--- config.mk ---
export PLATFORM = sky130hd
export DESIGN_NAME = decode_pipe
export DESIGN_NICKNAME = d
export VERILOG_FILES = /design/src/rtl/decode_pkg.sv /design/src/rtl/reg_bank_param.sv /design/src/rtl/decode_pipe.sv
export SDC_FILE = /design/constraint.sdc
export NUM_CORES = 2
export LEC_CHECK = 0
export CORE_MARGIN = 2
export CORE_UTILIZATION = 55
export CTS_CLUSTER_SIZE = 12
export DETAILED_ROUTE_END_ITERATION = 8
export PLACE_DENSITY = 0.76
export SLEW_MARGIN = 20
export SYNTH_ARGS = -nofsm -noshare
export SYNTH_HDL_FRONTEND = slang
export SYNTH_SLANG_ARGS = --single-unit
--- constraint.sdc ---
create_clock -name clk -period 11 [get_ports clk]
set_clock_uncertainty 0.2 [all_clocks]
set_input_delay 3.3 -clock clk [delete_from_list [all_inputs] [get_ports clk]]
set_output_delay 3.3 -clock clk [all_outputs]
set_load 0.005 [all_outputs]
--- src/rtl/decode_pkg.sv ---
// Shared decode definitions: opcode constants, instruction classes, control
// flag bundle and helpers for classification and register index validity.
package decode_pkg;

   // Physical register slots (address field is 5 bits); slots at or above
   // the configured register count never get written and always read zero.
   localparam int REG_SLOTS = 32;

   localparam logic [6:0] OP_LW = 7'h10;
   localparam logic [6:0] OP_LB = 7'h11;
   localparam logic [6:0] OP_SW = 7'h12;
   localparam logic [6:0] OP_SB = 7'h13;
   localparam logic [6:0] OP_BR = 7'h30;
   // ALU-immediate opcodes occupy 0x20..0x2F
   localparam logic [2:0] OP_ALUI_HI = 3'b010;

   typedef enum logic [2:0] {
      CLS_ALU_REG,
      CLS_ALU_IMM,
      CLS_LOAD,
      CLS_STORE,
      CLS_BRANCH
   } op_class_e;

   typedef struct packed {
      logic y_sel;
      logic rd_mem;
      logic wr_mem;
      logic is_byte;
      logic wr_reg;
      logic branch;
      logic load;
   } ctrl_t;

   function automatic op_class_e classify(input logic [6:0] op);
      if (op == OP_LW || op == OP_LB) return CLS_LOAD;
      if (op == OP_SW || op == OP_SB) return CLS_STORE;
      if (op == OP_BR)                return CLS_BRANCH;
      if (op[6:4] == OP_ALUI_HI)      return CLS_ALU_IMM;
      return CLS_ALU_REG;
   endfunction

   function automatic ctrl_t decode_ctrl(input logic [6:0] op, input logic [4:0] rd);
      ctrl_t     c;
      op_class_e cls;
      c   = '0;
      cls = classify(op);
      case (cls)
         CLS_LOAD: begin
            c.rd_mem  = 1'b1;
            c.load    = 1'b1;
            c.y_sel   = 1'b1;
            c.is_byte = (op == OP_LB);
         end
         CLS_STORE: begin
            c.wr_mem  = 1'b1;
            c.y_sel   = 1'b1;
            c.is_byte = (op == OP_SB);
         end
         CLS_BRANCH: begin
            c.branch = 1'b1;
            c.y_sel  = 1'b1;
         end
         CLS_ALU_IMM: c.y_sel = 1'b1;
         default: ;
      endcase
      c.wr_reg = (cls != CLS_STORE) && (cls != CLS_BRANCH) && (rd != 5'd0);
      return c;
   endfunction

   // True for a register that really exists and is writable (not r0, below count)
   function automatic logic idx_ok(input logic [4:0] a, input int n);
      return (a != 5'd0) && (32'(a) < 32'(n));
   endfunction

endpackage

--- src/rtl/reg_bank_param.sv ---
// Register bank: NREGS x DATA_W, two asynchronous read ports, one write port.
// r0 and indices >= NREGS read as zero and ignore writes. With BYPASS != 0 a
// read that matches the write in flight returns the write data.
// Ports: clk, reset (async, active-low), rd_addr_a/rd_data_a,
//        rd_addr_b/rd_data_b, wr_en/wr_addr/wr_data.
module reg_bank_param
   import decode_pkg::*;
#(
   parameter int DATA_W = 32,
   parameter int NREGS  = 32,
   parameter int BYPASS = 1
) (
   input  logic              clk,
   input  logic              reset,
   input  logic [4:0]        rd_addr_a,
   output logic [DATA_W-1:0] rd_data_a,
   input  logic [4:0]        rd_addr_b,
   output logic [DATA_W-1:0] rd_data_b,
   input  logic              wr_en,
   input  logic [4:0]        wr_addr,
   input  logic [DATA_W-1:0] wr_data
);

   localparam logic BYP = (BYPASS != 0);

   logic [DATA_W-1:0] regs_q [REG_SLOTS];
   logic [DATA_W-1:0] regs_d [REG_SLOTS];
   logic              wr_ok;

   assign wr_ok = wr_en && idx_ok(wr_addr, NREGS);

   always_comb begin
      regs_d = regs_q;
      if (wr_ok) regs_d[wr_addr] = wr_data;
   end

   always_ff @(posedge clk or negedge reset) begin
      if (!reset) begin
         for (int i = 0; i < REG_SLOTS; i++) regs_q[i] <= '0;
      end else begin
         regs_q <= regs_d;
      end
   end

   always_comb begin
      rd_data_a = regs_q[rd_addr_a];
      if (!idx_ok(rd_addr_a, NREGS))            rd_data_a = '0;
      else if (BYP && wr_ok && wr_addr == rd_addr_a) rd_data_a = wr_data;
   end

   always_comb begin
      rd_data_b = regs_q[rd_addr_b];
      if (!idx_ok(rd_addr_b, NREGS))            rd_data_b = '0;
      else if (BYP && wr_ok && wr_addr == rd_addr_b) rd_data_b = wr_data;
   end

endmodule

--- src/rtl/decode_pipe.sv ---
// Instruction decode stage: splits the instruction word into fields, reads
// operands, tracks outstanding register writes with a pending scoreboard and
// presents the decoded instruction in a single registered output slot.
// Ports: clk, reset (async, active-low); in_valid/in_ready/in_ir accept side;
//        flush kills the output slot; wb_* write-back/release events;
//        out_valid/out_ready plus registered out_* decode results.
// DATA_W must be at least 16 (the immediate is 15 bits before extension).
module decode_pipe
   import decode_pkg::*;
#(
   parameter int DATA_W = 32,
   parameter int NREGS  = 32,
   parameter int BYPASS = 1
) (
   input  logic              clk,
   input  logic              reset,
   input  logic              in_valid,
   input  logic [31:0]       in_ir,
   output logic              in_ready,
   input  logic              flush,
   input  logic              wb_valid,
   input  logic              wb_we,
   input  logic [4:0]        wb_addr,
   input  logic [DATA_W-1:0] wb_data,
   output logic              out_valid,
   input  logic              out_ready,
   output logic [6:0]        out_op,
   output logic [DATA_W-1:0] out_a,
   output logic [DATA_W-1:0] out_b,
   output logic [DATA_W-1:0] out_immed,
   output logic [4:0]        out_addr_a,
   output logic [4:0]        out_addr_b,
   output logic [4:0]        out_addr_d,
   output logic              out_y_sel,
   output logic              out_rd_mem,
   output logic              out_wr_mem,
   output logic              out_byte,
   output logic              out_wr_reg,
   output logic              out_branch,
   output logic              out_load
);

   localparam logic BYP = (BYPASS != 0);

   typedef struct packed {
      logic [6:0]        op;
      logic [DATA_W-1:0] a;
      logic [DATA_W-1:0] b;
      logic [DATA_W-1:0] imm;
      logic [4:0]        addr_a;
      logic [4:0]        addr_b;
      logic [4:0]        addr_d;
      ctrl_t             ctrl;
   } slot_t;

   slot_t                slot_q, slot_d;
   logic                 out_valid_q, out_valid_d;
   logic [REG_SLOTS-1:0] pend_q, pend_d;

   logic [6:0]        dec_op;
   logic [4:0]        dec_rd, dec_ra, dec_rb;
   logic [DATA_W-1:0] dec_imm, rd_a, rd_b;
   ctrl_t             dec_ctrl;
   logic [REG_SLOTS-1:0] clr_vec;
   logic              uses_rb, haz_a, haz_b, haz_d, slot_free, accept;

   assign dec_op   = in_ir[31:25];
   assign dec_rd   = in_ir[24:20];
   assign dec_ra   = in_ir[19:15];
   assign dec_rb   = in_ir[14:10];
   assign dec_imm  = {{(DATA_W-15){in_ir[14]}}, in_ir[14:0]};
   assign dec_ctrl = decode_ctrl(dec_op, dec_rd);
   // rb is a real source for register-form ops and as store data
   assign uses_rb  = !dec_ctrl.y_sel || dec_ctrl.wr_mem;

   reg_bank_param #(
      .DATA_W (DATA_W),
      .NREGS  (NREGS),
      .BYPASS (BYPASS)
   ) u_regs (
      .clk       (clk),
      .reset     (reset),
      .rd_addr_a (dec_ra),
      .rd_data_a (rd_a),
      .rd_addr_b (dec_rb),
      .rd_data_b (rd_b),
      .wr_en     (wb_valid && wb_we),
      .wr_addr   (wb_addr),
      .wr_data   (wb_data)
   );

   always_comb begin
      clr_vec = '0;
      if (wb_valid) clr_vec[wb_addr] = 1'b1;
   end

   // A source being released this cycle can only be read without stalling when
   // the bank forwards the write data. rd only guards against a second writer,
   // so a release this cycle is always enough for it.
   assign haz_a = pend_q[dec_ra] && !(clr_vec[dec_ra] && BYP);
   assign haz_b = uses_rb && pend_q[dec_rb] && !(clr_vec[dec_rb] && BYP);
   assign haz_d = dec_ctrl.wr_reg && pend_q[dec_rd] && !clr_vec[dec_rd];

   assign slot_free = !out_valid_q || out_ready;
   assign in_ready  = reset && !flush && slot_free && !(haz_a || haz_b || haz_d);
   assign accept    = in_valid && in_ready;

   always_comb begin
      slot_d      = slot_q;
      out_valid_d = out_valid_q;
      if (flush) begin
         out_valid_d = 1'b0;
      end else if (accept) begin
         out_valid_d   = 1'b1;
         slot_d.op     = dec_op;
         slot_d.a      = rd_a;
         slot_d.b      = rd_b;
         slot_d.imm    = dec_imm;
         slot_d.addr_a = dec_ra;
         slot_d.addr_b = dec_rb;
         slot_d.addr_d = dec_rd;
         slot_d.ctrl   = dec_ctrl;
      end else if (out_ready) begin
         out_valid_d = 1'b0;
      end
   end

   // Order matters: a new claim on a register wins over a release of it.
   always_comb begin
      pend_d = pend_q;
      if (wb_valid) pend_d[wb_addr] = 1'b0;
      if (flush && out_valid_q && slot_q.ctrl.wr_reg) pend_d[slot_q.addr_d] = 1'b0;
      if (accept && dec_ctrl.wr_reg && idx_ok(dec_rd, NREGS)) pend_d[dec_rd] = 1'b1;
   end

   always_ff @(posedge clk or negedge reset) begin
      if (!reset) begin
         slot_q      <= '0;
         out_valid_q <= 1'b0;
         pend_q      <= '0;
      end else begin
         slot_q      <= slot_d;
         out_valid_q <= out_valid_d;
         pend_q      <= pend_d;
      end
   end

   assign out_valid  = out_valid_q;
   assign out_op     = slot_q.op;
   assign out_a      = slot_q.a;
   assign out_b      = slot_q.b;
   assign out_immed  = slot_q.imm;
   assign out_addr_a = slot_q.addr_a;
   assign out_addr_b = slot_q.addr_b;
   assign out_addr_d = slot_q.addr_d;
   assign out_y_sel  = slot_q.ctrl.y_sel;
   assign out_rd_mem = slot_q.ctrl.rd_mem;
   assign out_wr_mem = slot_q.ctrl.wr_mem;
   assign out_byte   = slot_q.ctrl.is_byte;
   assign out_wr_reg = slot_q.ctrl.wr_reg;
   assign out_branch = slot_q.ctrl.branch;
   assign out_load   = slot_q.ctrl.load;

endmodule
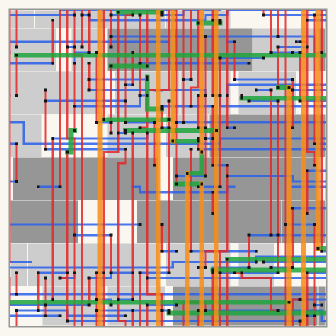
zoom.png
Region (245, 245) to (265, 265) µm. Cells in grey, sequential cells in the stronger grey; small squares are vias.
[red] met2
[green] met3
[blue] met1
[orange] met4
cells with their middle in the window: 20
most frequent: dfrtp_1 (6), mux2_2 (3), mux2i_1 (3)
sequential cells in the window: 6
netlist names of flops here include: u_regs.regs_q (6)

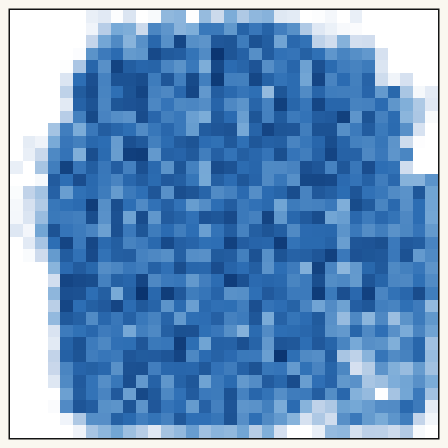
density.png
The die is cut into 34 by 34 equal tiles; white is low, dark blue is high, 0 to 100% covered.
nearly empty tiles: 13%
mean over tiles: 58%
fullest tile: 99%
emptiest ninth of the die: top left
tiles over 75% full: 35%
fp_density: 55.3%
CORE AREA: 112000 µm²
Final Util: 61.3%

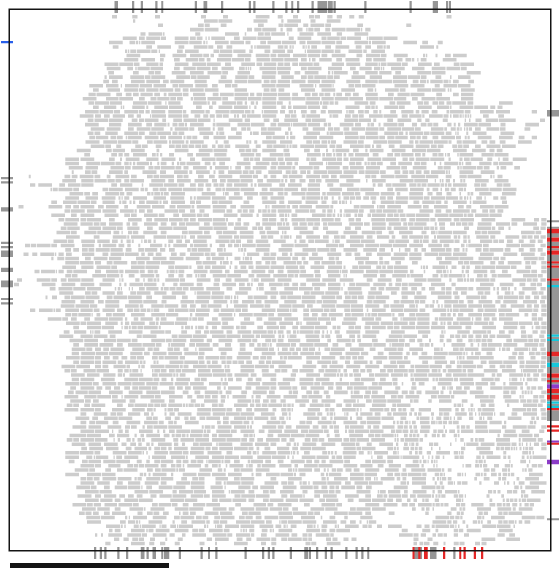
pins.png
Scale bar: 100 µm. Pins as bars across the die edge, other pins in grey.
[cyan] out_op | pins: 7 | direction: output | edge: right
[blue] clk | pins: 1 | direction: input | edge: left
[red] in_ir | pins: 32 | direction: input | edge: 23 right, 9 bottom
[purple] out_addr_d | pins: 5 | direction: output | edge: right
all pins by edge: 101 right, 51 bottom, 34 top, 17 left
Die X: 340 µm
Die Y-Extent: 340 µm
I/O Buffers: 202

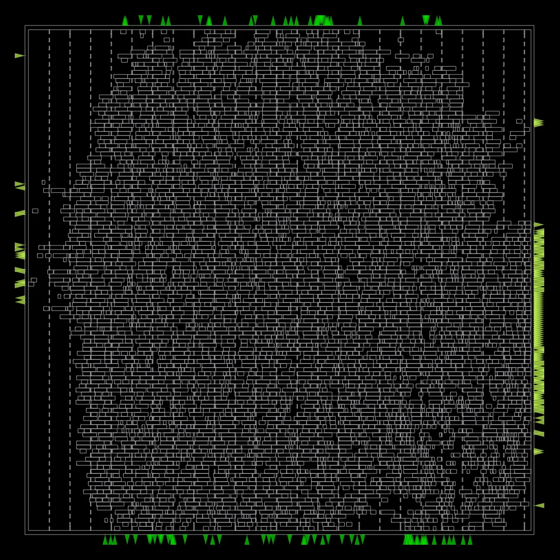
final_placement.png
Seq cells: 1159
row cnt: 123
Non-Filler Instances: 6080

path summary, 6_finish.rpt:
path,startpoint,end,slack [ns],cells after the start
hold / removal,u_regs.regs_q[1016],u_regs.regs_q[1016],0.20,0
setup / recovery,wb_addr[4],in_ready,0.98,9
max in group asynchronous,reset,u_regs.regs_q[110],3.66,6
min in group asynchronous,reset,out_addr_d[2],2.33,1
setup reg to reg,pend_q[4],out_b[16],7.19,9
hold reg to reg,u_regs.regs_q[1016],u_regs.regs_q[1016],0.20,0
critical path, delay by kind of cell:
family | cells | cell delay, ns
compound gates | 2 | 0.34
buf+inv | 4 | 1.70
simple gates | 3 | 1.16
per-layer routing:
layer,GRT usage (%),vias to the layer above
li1,-,17200
met4,13.2,4
met2,51.3,2284
met5,0,-
met1,44.2,22400
met3,6.99,534
==> impl_metrics.env <==
# implementation run metrics
export IMPL_drt_iter0_drc=4851
export IMPL_wl_met1_um=74100
export IMPL_p_seq_uw=5370
export IMPL_common_cells="1159 x dfrtp_1, 1130 x mux2_2, 403 x mux4_2"
export IMPL_place_gp_congestion=0.930
export IMPL_synthArstFlopShare_pct=100
export IMPL_setup_ws_ns=0.980
export IMPL_logic_family="multiplexers"
export IMPL_drv_slew=0
export IMPL_crit_path_start_kind="primary input"
export IMPL_clock_area_share_pct=5.79
export IMPL_xor_area_share_pct=0.183
export IMPL_syn_cell_area_um2=62100
export IMPL_setup_viol=0
export IMPL_fin_nets=4562
export IMPL_yosysWarnings=0
export IMPL_relSlewSlack_pct=26.4
export IMPL_io_pins=203
export IMPL_postSynthSeqShare_pct=46.7
export IMPL_sh_seq_area_pct=42.1
export IMPL_place_area_um2=65000
export IMPL_ff_type="dfrtp_1"
export IMPL_drv_cap=0
export IMPL_most_common_layout_cells="1159 x dfrtp_1, 1130 x mux2_2, 403 x mux4_2"
export IMPL_insertedDiodeCount=0
export IMPL_mux_area_share_pct=40.2
export IMPL_clkSinkCount=1159
export IMPL_ys_chip_area_um2=62100
export IMPL_ys_cells=4566
export IMPL_fin_crit_sh_pct=91.1
export IMPL_peakVddDrop_mv=0.139
export IMPL_largest_register_ff_count=1024
export IMPL_simple_gate_area_share_pct=3.12
export IMPL_end_kind="output pin"
export IMPL_buf_share_pct=4.08
export IMPL_vias=42400
export IMPL_hold_class="reg2reg"
export IMPL_hold_buffers=0
export IMPL_fillers=8421
export IMPL_drt_wl_total_um=188000
export IMPL_synthAoiAreaFrac_pct=6.17
export IMPL_regArea_um2=29000
export IMPL_wl_per_cell_um=30.9
export IMPL_area_growth_pct=10.9
export IMPL_h_tree_depth=3
export IMPL_top_area_share_pct=46.7
export IMPL_num_tap_cells=1500
export IMPL_period_minus_slack_ns=10.02
export IMPL_setup_tns_ns=0
export IMPL_power_switching_uw=3130
export IMPL_insertion_delay_ns=0.74
export IMPL_sw_frac_of_total_pct=26.7
export IMPL_area_leaders="dfrtp_1 47%, mux2_2 20%, mux4_2 15%"
export IMPL_adder_share_pct=0
export IMPL_path_cells="clkdlybuf4s50_1, buf_4, nor2b_1, a41oi_1, or4_4, nor4_4, buf_4, o21a_1, clkdlybuf4s50_1"
export IMPL_avgSynthCellArea_um2=13.6
export IMPL_tool_warnings=31
export IMPL_logic_gates=2863
export IMPL_arrival_ns=6.52
export IMPL_powerDensity_nw_per_um2=170
export IMPL_clk_pin_slew_ns=0.06
export IMPL_syn_num_nets=4642
export IMPL_ys_types=61
export IMPL_share_comb_of_total_power_pct=19.0
export IMPL_non_clock_inverter_count=28
export IMPL_cpPeakStageDelay_ns=0.66
export IMPL_status="finished clean"
export IMPL_logic_area_um2=31100
export IMPL_ys_ff=1159
export IMPL_buffers=314
export IMPL_chipArea_um2=116000
export IMPL_crit_path_max_fanout=10
export IMPL_clockBufferDepth=3
export IMPL_via_per_inst=6.98
export IMPL_internal_power_uw=8590
export IMPL_post_cts_buffers=0
export IMPL_grt_pass1_vias=43400
export IMPL_clk_power_uw=4130
export IMPL_worst_pin_slew_ns=1.10
export IMPL_clkPwrFrac_pct=35.2
export IMPL_dominant_cell_class="multi-input combinational cells"
export IMPL_p_seq_share_pct=45.8
export IMPL_most_common_cell="dfrtp_1"
export IMPL_dr_wl_met2_um=88600
export IMPL_clkbuf_count=190
export IMPL_enable_flop_cells=0
export IMPL_hold_viol=0
export IMPL_top_register="u_regs.regs_q"
export IMPL_fin_area_um2=68900
export IMPL_antenna_left=0
export IMPL_grt_antenna_before_repair=4
export IMPL_lay_top_count="dfrtp_1"
export IMPL_grt_pass1_wl_um=283000
export IMPL_grtUsageTotal_pct=32.5
export IMPL_p_comb_uw=2230
export IMPL_dpl_worst_slack_ns=1.04
export IMPL_remaining_drc_errors=0
export IMPL_hpwl_um=103000
export IMPL_wl_met3_um=17400
export IMPL_fmax_mhz=99.8
export IMPL_cts_root_buf="clkbuf_16"
export IMPL_placedCellCount=5864
export IMPL_slowest_stage="clkdlybuf4s50_1"
export IMPL_rsz0062_at_grt="no"
export IMPL_p_leak_uw=0.0306
export IMPL_power_total_uw=11700
export IMPL_cp_required_ns=7.50
export IMPL_grt_ovfl_total=0
export IMPL_path_class="in2out"
export IMPL_drive_gt1_share_pct=41.9
export IMPL_grt_max_degree=153
export IMPL_comb_share_pct=45.2
export IMPL_syn_inst=4566
export IMPL_cts_tree="yes"
export IMPL_yosysTopAreaCell="dfrtp_1"
export IMPL_first_pass_iters=8
export IMPL_power_top_group="registers"
export IMPL_hold_slack_ns=0.201
export IMPL_cts_buffers=120
export IMPL_routed_top_layer="met5"
export IMPL_cts_resized=0
